===== src/rtl/mul_pkg.sv =====
// Shared definitions for the iterative multiplier: FSM state encoding and
// the ALU control codes produced by the ALU control stage.
package mul_pkg;

  typedef enum logic [1:0] {
    IDLE = 2'd0,
    BUSY = 2'd1,
    DONE = 2'd2
  } state_e;

  localparam logic [3:0] ALU_AND = 4'h0;
  localparam logic [3:0] ALU_OR  = 4'h1;
  localparam logic [3:0] ALU_ADD = 4'h2;
  localparam logic [3:0] ALU_SUB = 4'h6;
  localparam logic [3:0] ALU_SLT = 4'h7;
  localparam logic [3:0] ALU_MUL = 4'hA;

endpackage


===== src/rtl/mul_unit.sv =====
// Iterative shift-add multiplier for the EX stage. Produces the low WIDTH
// bits of src1*src2 after WIDTH BUSY cycles and stalls the pipeline while
// working.
// Optional feature: define MUL_EARLY_TERM_EN to leave BUSY as soon as the
// shifted multiplier has no remaining set bits.
module mul_unit
  import mul_pkg::*;
#(
  parameter int         WIDTH  = 32,
  parameter logic [3:0] MUL_OP = ALU_MUL
) (
  input  logic             clk_i,
  input  logic             rst_i,
  input  logic             start_i,
  input  logic [3:0]       ctrl_i,
  input  logic [WIDTH-1:0] src1_i,
  input  logic [WIDTH-1:0] src2_i,
  input  logic             flush_i,
  output logic             stall_o,
  output logic             done_o,
  output logic [WIDTH-1:0] result_o
);

  localparam int                CNT_W    = $clog2(WIDTH) + 1;
  localparam logic [CNT_W-1:0]  CNT_LAST = CNT_W'(WIDTH - 1);
  localparam logic [CNT_W-1:0]  CNT_ONE  = CNT_W'(1);

  state_e             state_q,  state_d;
  logic [WIDTH-1:0]   mcand_q,  mcand_d;
  logic [WIDTH-1:0]   mplr_q,   mplr_d;
  logic [WIDTH-1:0]   acc_q,    acc_d;
  logic [WIDTH-1:0]   result_q, result_d;
  logic [CNT_W-1:0]   cnt_q,    cnt_d;

  logic               accept_s;
  logic               early_s;
  logic               last_s;
  logic [WIDTH-1:0]   addend_s;
  logic [WIDTH-1:0]   acc_sum_s;
  logic [WIDTH-1:0]   mplr_shift_s;

  // A start is taken only from IDLE with the multiply code; a flush vetoes it.
  assign accept_s     = (state_q == IDLE) && start_i && (ctrl_i == MUL_OP) && !flush_i;
  assign addend_s     = mplr_q[0] ? mcand_q : '0;
  assign acc_sum_s    = acc_q + addend_s;
  assign mplr_shift_s = mplr_q >> 1;

`ifdef MUL_EARLY_TERM_EN
  assign early_s = (mplr_shift_s == '0);
`else
  assign early_s = 1'b0;
`endif

  assign last_s = (cnt_q == CNT_LAST) || early_s;

  // Stall covers the accepting cycle and all of BUSY (whose final cycle precedes DONE).
  assign stall_o  = accept_s || (state_q == BUSY);
  assign done_o   = (state_q == DONE);
  assign result_o = result_q;

  // Next-state and shift-add datapath decode.
  always_comb begin
    state_d  = state_q;
    mcand_d  = mcand_q;
    mplr_d   = mplr_q;
    acc_d    = acc_q;
    result_d = result_q;
    cnt_d    = cnt_q;
    case (state_q)
      IDLE: begin
        if (accept_s) begin
          mcand_d = src1_i;
          mplr_d  = src2_i;
          acc_d   = '0;
          cnt_d   = '0;
          state_d = BUSY;
        end else begin
          state_d = IDLE;
        end
      end
      BUSY: begin
        acc_d   = acc_sum_s;
        mcand_d = mcand_q << 1;
        mplr_d  = mplr_shift_s;
        cnt_d   = cnt_q + CNT_ONE;
        if (flush_i) begin
          state_d = IDLE;
        end else if (last_s) begin
          result_d = acc_sum_s;
          state_d  = DONE;
        end else begin
          state_d = BUSY;
        end
      end
      DONE: begin
        state_d = IDLE;
      end
      default: begin
        state_d = IDLE;
      end
    endcase
  end

  // State and datapath registers with synchronous reset.
  always_ff @(posedge clk_i) begin
    if (rst_i) begin
      state_q  <= IDLE;
      mcand_q  <= '0;
      mplr_q   <= '0;
      acc_q    <= '0;
      result_q <= '0;
      cnt_q    <= '0;
    end else begin
      state_q  <= state_d;
      mcand_q  <= mcand_d;
      mplr_q   <= mplr_d;
      acc_q    <= acc_d;
      result_q <= result_d;
      cnt_q    <= cnt_d;
    end
  end

endmodule

===== config.mk =====
export PLATFORM = sky130hd
export DESIGN_NAME = mul_unit
export DESIGN_NICKNAME = d
export VERILOG_FILES = /design/src/rtl/mul_pkg.sv /design/src/rtl/mul_unit.sv
export SDC_FILE = /design/constraint.sdc
export NUM_CORES = 1
export LEC_CHECK = 0
export CORE_ASPECT_RATIO = 0.7
export CORE_UTILIZATION = 50
export DETAILED_ROUTE_END_ITERATION = 12
export PLACE_DENSITY = 0.8
export SLEW_MARGIN = 20
export SYNTH_ARGS = -nofsm -noshare
export SYNTH_HDL_FRONTEND = slang
export SYNTH_SLANG_ARGS = --single-unit

===== constraint.sdc =====
create_clock -name clk_i -period 4.7 [get_ports clk_i]
set_input_delay 0.47 -clock clk_i [delete_from_list [all_inputs] [get_ports clk_i]]
set_output_delay 0.47 -clock clk_i [all_outputs]
set_load 0.05 [all_outputs]

**Local utilization**

The bar under the picture is 50 um long. 14 x 10 tiles, from black (low) to pale yellow (high), 0 to 100% covered.
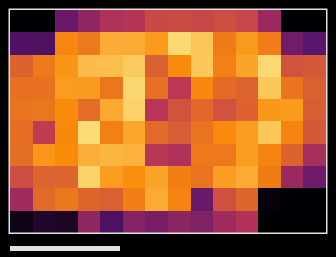
nearly empty tiles	7.1%
tiles over 75% full	26%
emptiest ninth of the die	bottom right

==> run summary <==
status - finished clean
Sw Ratio - 20.9%
clock sinks - 136
fin area - 8740 um^2
Post-synth top flop - dfxtp_1
RSZ-0062 raised after global routing - false
Clock Path Buffers - 2
CP startpoint kind - register
origin of the worst setup path - mplr_q[0]
worst path required time - 5.01 ns
overflow left after global routing - 0
DP Cell Count - 1135
CP Capture Point - result_o[29]
cells along the critical path - buf_4 > and2_1 > ha_1 > a21oi_1 > or2_2 > o2111ai_1 > o21ai_1 > a31oi_1 > a31oi_1 > mux2_2 > o31ai_1
Top Metal Used - met4
cell count along the critical path - 11
Pre-antenna DRT Iters - 5
Max power group - the clock network
die height - 101 um
dominant logic cell type in the layout - nor2_1
Die X - 143 um
Flop pwr share - 43.8%
CTS tree - yes
clk_skew - 0.00811 ns
Synth area leader - dfxtp_1
most frequent cells in the layout - nor2_1 (166), dfxtp_1 (136), nand2_1 (103), clkdlybuf4s50_1 (103), a21oi_1 (77)
Iteration-0 DRC Markers - 457
Gate Area - 4010 um^2
critical path class - reg -> reg
Yosys chip area - 6960 um^2
R2R setup slack - 1.20 ns
met3 global-route usage - 7.22%
synthesized area per cell - 7.78 um^2
clk_buf instances - 19
Fill cells - 1144
inverter count - 9
GPL Wtd Cong - 0.919
worst r2r dst - result_o[29]
synth cell count leaders - nor2_1 (167), dfxtp_1 (136), nand2_1 (105)
post-route ant nets - 0
CP max stage delay - 0.54 ns
power in the clock group - 1.39 mW
Crit path top cell by count - a31oi_1
Multiplexer share - 0.305%
Data arrival, critical path - 3.81 ns
internal power - 2.11 mW
Setup Total Neg Slack - 0 ns
M1 GR Usage - 36.4%
total track usage - 25.9%
reported combinational group power - 0.111 mW
Top Family by Delay on Critical Path - AND-OR/OR-AND gates
Root Buffer - clkbuf_16
num ports - 106
Worst Max-Slew Pin Slew - 1.10 ns
switching power total - 0.559 mW
flip-flops - 136
cycle use final - 74.4%
Cell Area, Synth - 6960 um^2
Pleak - 3.56 nW
adder share - 6.04%
sequential cell area share - 31.2%
Clk pin slew, worst setup/hold paths - 0.06 ns
Max Cap Viol - 0
WL per Instance - 15.2 um
total power - 2.67 mW
warning count from the yosys run - 0
aoi share - 18.7%
IO Port Bufs - 105
Non-clock buffer share - 13.0%
HPWL Detailed - 12.1 mm
grt peak-use layer - met2
final WL - 17.7 mm
**Power grid**

The bar under the picture is 50 um long. Pins as bars on the die edge.
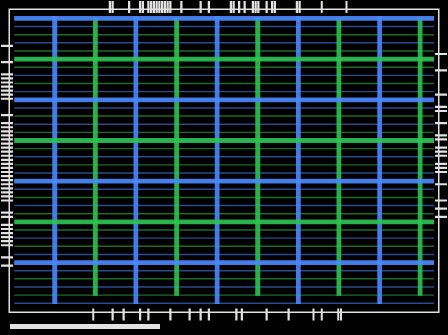
color	net
blue	VSS
green	VDD
rows	35
signal pins	106
met5 straps	7
met1 rails	36

Power figures rest on the tool's default switching activity, not on a simulated workload.
